$ cat src/rtl/kanagawa_hal_fifo_pkg.sv
// Shared FIFO helpers: occupancy counter width only.
package kanagawa_hal_fifo_pkg;

  // Occupancy must represent 0..depth inclusive, so one bit wider than a pointer.
  function automatic int unsigned occ_width(input int unsigned depth);
    return $clog2(depth) + 1;
  endfunction

endpackage

$ cat src/rtl/kanagawa_hal_show_ahead_fifo_if.sv
// Push/pop handshake and status bundle for the show-ahead FIFO.
interface kanagawa_hal_show_ahead_fifo_if
  import kanagawa_hal_fifo_pkg::*;
#(
  parameter int unsigned DEPTH = 32,
  parameter int unsigned WIDTH = 32
);
  localparam int unsigned CntW = occ_width(DEPTH);

  logic             wrreq;
  logic [WIDTH-1:0] data;
  logic             full;
  logic             almost_full;
  logic [CntW-1:0]  usedw;
  logic             rdreq;
  logic             empty;
  logic             almost_empty;
  logic [WIDTH-1:0] q;

  modport master (
    output wrreq, data, rdreq,
    input  full, almost_full, usedw, empty, almost_empty, q
  );

  modport slave (
    input  wrreq, data, rdreq,
    output full, almost_full, usedw, empty, almost_empty, q
  );
endinterface

$ cat src/rtl/kanagawa_hal_fifo_ram.sv
// Simple dual-port storage: synchronous write, asynchronous read, no reset.
module kanagawa_hal_fifo_ram #(
  parameter int unsigned DEPTH = 32,
  parameter int unsigned WIDTH = 32,
  localparam int unsigned AddrW = $clog2(DEPTH)
) (
  input  logic             clk_i,
  input  logic             we_i,
  input  logic [AddrW-1:0] waddr_i,
  input  logic [WIDTH-1:0] wdata_i,
  input  logic [AddrW-1:0] raddr_i,
  output logic [WIDTH-1:0] rdata_o
);
  logic [WIDTH-1:0] mem_q [DEPTH];

  // Write port; contents are intentionally left unreset.
  always_ff @(posedge clk_i) begin
    if (we_i) begin
      mem_q[waddr_i] <= wdata_i;
    end
  end

  assign rdata_o = mem_q[raddr_i];
endmodule

$ cat src/rtl/kanagawa_hal_show_ahead_fifo.sv
// Show-ahead FIFO: head word is on q with no read latency; rdreq acknowledges it.
// Define KANAGAWA_FIFO_ASSERT_EN to compile simulation legality/parameter checks.
module kanagawa_hal_show_ahead_fifo
  import kanagawa_hal_fifo_pkg::*;
#(
  parameter int unsigned DEPTH                      = 32,
  parameter int unsigned WIDTH                      = 32,
  parameter int unsigned ALMOSTFULL_ENTRIES         = 0,
  parameter int unsigned OVER_UNDER_FLOW_PROTECTION = 1
) (
  input logic                          clock,
  input logic                          rst,
  kanagawa_hal_show_ahead_fifo_if.slave fifo_if
);
  localparam int unsigned LOG_DEPTH = $clog2(DEPTH);
  localparam int unsigned CntW      = occ_width(DEPTH);

  localparam logic [CntW-1:0]      CntDepth = CntW'(DEPTH);
  localparam logic [CntW-1:0]      CntAfull = CntW'(DEPTH - ALMOSTFULL_ENTRIES);
  localparam logic [CntW-1:0]      CntOne   = CntW'(1);
  localparam logic [LOG_DEPTH-1:0] PtrOne   = LOG_DEPTH'(1);

  logic [LOG_DEPTH-1:0] wr_ptr_q, wr_ptr_d;
  logic [LOG_DEPTH-1:0] rd_ptr_q, rd_ptr_d;
  logic [CntW-1:0]      usedw_q, usedw_d;
  logic                 full, empty;
  logic                 push, pop;

  // Status flags derive from the registered count only.
  assign full  = (usedw_q == CntDepth);
  assign empty = (usedw_q == '0);

  assign fifo_if.full         = full;
  assign fifo_if.empty        = empty;
  assign fifo_if.almost_full  = (usedw_q >= CntAfull);
  assign fifo_if.almost_empty = (usedw_q <= CntOne);
  assign fifo_if.usedw        = usedw_q;

  // Qualify requests; with protection off the caller owns legality.
  always_comb begin
    push = fifo_if.wrreq;
    pop  = fifo_if.rdreq;
    if (OVER_UNDER_FLOW_PROTECTION != 0) begin
      push = fifo_if.wrreq && !full;
      pop  = fifo_if.rdreq && !empty;
    end
  end

  // Next pointer and occupancy; simultaneous push/pop leaves the count alone.
  always_comb begin
    wr_ptr_d = wr_ptr_q;
    rd_ptr_d = rd_ptr_q;
    usedw_d  = usedw_q;
    if (push) wr_ptr_d = wr_ptr_q + PtrOne;
    if (pop)  rd_ptr_d = rd_ptr_q + PtrOne;
    unique case ({push, pop})
      2'b10:   usedw_d = usedw_q + CntOne;
      2'b01:   usedw_d = usedw_q - CntOne;
      default: usedw_d = usedw_q;
    endcase
  end

  // State register with synchronous reset taking priority over requests.
  always_ff @(posedge clock) begin
    if (rst) begin
      wr_ptr_q <= '0;
      rd_ptr_q <= '0;
      usedw_q  <= '0;
    end else begin
      wr_ptr_q <= wr_ptr_d;
      rd_ptr_q <= rd_ptr_d;
      usedw_q  <= usedw_d;
    end
  end

  kanagawa_hal_fifo_ram #(
    .DEPTH (DEPTH),
    .WIDTH (WIDTH)
  ) u_ram (
    .clk_i   (clock),
    .we_i    (push && !rst),
    .waddr_i (wr_ptr_q),
    .wdata_i (fifo_if.data),
    .raddr_i (rd_ptr_q),
    .rdata_o (fifo_if.q)
  );

`ifdef KANAGAWA_FIFO_ASSERT_EN
  if ((DEPTH < 2) || ((DEPTH & (DEPTH - 1)) != 0)) begin : g_bad_depth
    $error("kanagawa_hal_show_ahead_fifo: DEPTH must be a power of 2 and at least 2");
  end
  if (ALMOSTFULL_ENTRIES >= DEPTH) begin : g_bad_afull
    $error("kanagawa_hal_show_ahead_fifo: ALMOSTFULL_ENTRIES must be below DEPTH");
  end

  // Unprotected mode: flag illegal requests from the caller.
  always @(posedge clock) begin
    if (!rst && (OVER_UNDER_FLOW_PROTECTION == 0)) begin
      if (fifo_if.wrreq && full)  $error("kanagawa_hal_show_ahead_fifo: push while full");
      if (fifo_if.rdreq && empty) $error("kanagawa_hal_show_ahead_fifo: pop while empty");
    end
  end
`endif
endmodule

$ cat src/flat_wrapper.sv
// flat-port wrapper written by rule: the top's interface ports become plain ports
module kanagawa_hal_show_ahead_fifo_flat import kanagawa_hal_fifo_pkg::*;
#(
  parameter int unsigned DEPTH                      = 32,
  parameter int unsigned WIDTH                      = 32,
  parameter int unsigned ALMOSTFULL_ENTRIES         = 0,
  parameter int unsigned OVER_UNDER_FLOW_PROTECTION = 1
)
  (clock, rst, fifo_if_wrreq, fifo_if_data, fifo_if_rdreq, fifo_if_full, fifo_if_almost_full, fifo_if_usedw, fifo_if_empty, fifo_if_almost_empty, fifo_if_q);
  kanagawa_hal_show_ahead_fifo_if #(.DEPTH(DEPTH), .WIDTH(WIDTH)) fifo_if_i ();
  input logic clock;
  input logic rst;
  input wire logic [$bits(fifo_if_i.wrreq)-1:0] fifo_if_wrreq;
  input wire logic [$bits(fifo_if_i.data)-1:0] fifo_if_data;
  input wire logic [$bits(fifo_if_i.rdreq)-1:0] fifo_if_rdreq;
  output wire logic [$bits(fifo_if_i.full)-1:0] fifo_if_full;
  output wire logic [$bits(fifo_if_i.almost_full)-1:0] fifo_if_almost_full;
  output wire logic [$bits(fifo_if_i.usedw)-1:0] fifo_if_usedw;
  output wire logic [$bits(fifo_if_i.empty)-1:0] fifo_if_empty;
  output wire logic [$bits(fifo_if_i.almost_empty)-1:0] fifo_if_almost_empty;
  output wire logic [$bits(fifo_if_i.q)-1:0] fifo_if_q;
  assign fifo_if_i.wrreq = fifo_if_wrreq;
  assign fifo_if_i.data = fifo_if_data;
  assign fifo_if_i.rdreq = fifo_if_rdreq;
  assign fifo_if_full = fifo_if_i.full;
  assign fifo_if_almost_full = fifo_if_i.almost_full;
  assign fifo_if_usedw = fifo_if_i.usedw;
  assign fifo_if_empty = fifo_if_i.empty;
  assign fifo_if_almost_empty = fifo_if_i.almost_empty;
  assign fifo_if_q = fifo_if_i.q;
  kanagawa_hal_show_ahead_fifo #(.DEPTH(DEPTH), .WIDTH(WIDTH), .ALMOSTFULL_ENTRIES(ALMOSTFULL_ENTRIES), .OVER_UNDER_FLOW_PROTECTION(OVER_UNDER_FLOW_PROTECTION)) u_core (.clock(clock), .rst(rst), .fifo_if(fifo_if_i));
endmodule
$ cat config.mk
export PLATFORM = sky130hd
export DESIGN_NAME = kanagawa_hal_show_ahead_fifo_flat
export DESIGN_NICKNAME = d
export VERILOG_FILES = /design/src/rtl/kanagawa_hal_fifo_pkg.sv /design/src/rtl/kanagawa_hal_show_ahead_fifo_if.sv /design/src/rtl/kanagawa_hal_fifo_ram.sv /design/src/rtl/kanagawa_hal_show_ahead_fifo.sv /design/src/flat_wrapper.sv
export SDC_FILE = /design/constraint.sdc
export NUM_CORES = 1
export LEC_CHECK = 0
export CORE_MARGIN = 4
export CORE_UTILIZATION = 40
export DETAILED_ROUTE_END_ITERATION = 10
export GPL_ROUTABILITY_DRIVEN = 0
export PLACE_DENSITY_LB_ADDON = 0.15
export SLEW_MARGIN = 20
export SYNTH_ARGS = -nofsm -noshare
export SYNTH_HDL_FRONTEND = slang
export SYNTH_SLANG_ARGS = --single-unit
$ cat constraint.sdc
create_clock -name clock -period 4.9 [get_ports clock]
set_input_delay 0.735 -clock clock [delete_from_list [all_inputs] [get_ports clock]]
set_output_delay 0.735 -clock clock [all_outputs]
set_load 0.005 [all_outputs]
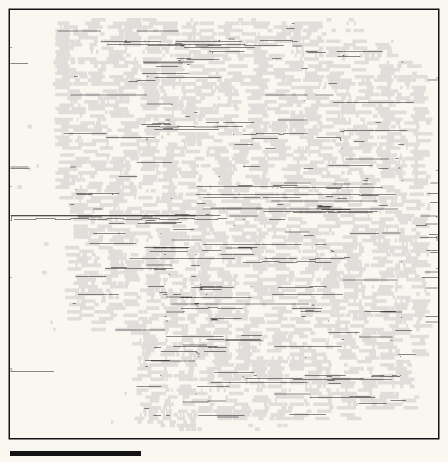
*The metal 3 layer*
Scale bar: 100 um.
wire length on this layer	5960 um
longest straight run	160 um
share of all routed wire	5.6%
main direction	horizontal

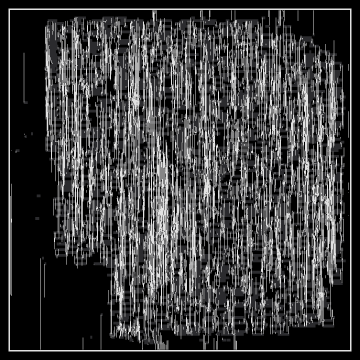
*Metal 2*
nets with wire on the layer	1960
main direction	vertical
wire length on this layer	51.6 mm
share of all routed wire	48%
GR Util met2: 0.324
total number of vias: 21233
post-detailed-routing wire length: 107000 um

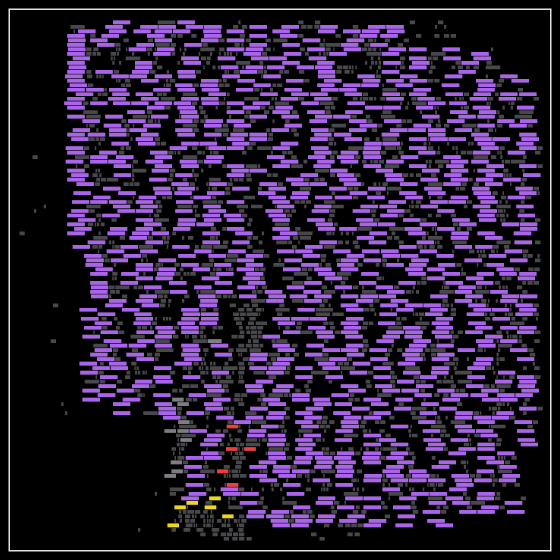
*Sequential cells coloured by netlist name*
Other sequential cells in the stronger grey, the rest of the logic in the fainter grey.
colour	netlist name	placed flops
yellow	u_core.fifo_if.usedw	6
purple	u_core.u_ram.mem_q	1024
red	u_core.wr_ptr_q	5
not coloured	10

==> flow_summary.toml <==
# generated from flow reports
[outcome]
outcome = "completed"

[setup_path]
crit_path_end_kind = "primary output"
cell_count_along_the_critical_path = 8

[synthesis]
ys_top_cells_by_count = "1024 x sky130_fd_sc_hd__edfxtp_1, 514 x sky130_fd_sc_hd__mux2i_1, 104 x sky130_fd_sc_hd__nand2_1"
netlist.area_leader.share = 0.755
most_common_cell_in_the_synthesized_netlist = "sky130_fd_sc_hd__edfxtp_1"
yosysSeqAreaShare = 0.765
yosys.area_share.adder = 0.00307

[floorplanning]
placeable_core_area_mm2 = 0.101
tapcell.inserted = 1357

[power]
p_comb_frac = 0.165
p_seq_frac = 0.471
max-vdd-ir-drop_uv = 300
cellLeakagePower_nw = 14.1
power_clock_w = 0.00771

[global_routing]
grt_antenna_before_repair = 4
maximum_number_of_pins_on_one_net_before_global_route_repair = 69
grt_pass1_wl_um = 151000

[cts]
cts_tree = "yes"
tritoncts.num_buffers = 106

[final_layout]
final_cell_count_no_fill = 3908
post-route-util = 0.468
final_layout_top_logic_cell = "sky130_fd_sc_hd__edfxtp_1"
comb_area_frac = 0.194
drive_gt1_frac = 0.115

[final_timing]
finClkSkew_ns = 0.0312
hold_slack_ns = 0.520
slew_headroom = 0.279

[min_path]
hold_path.startpoint = "u_core.wr_ptr_q[1]"
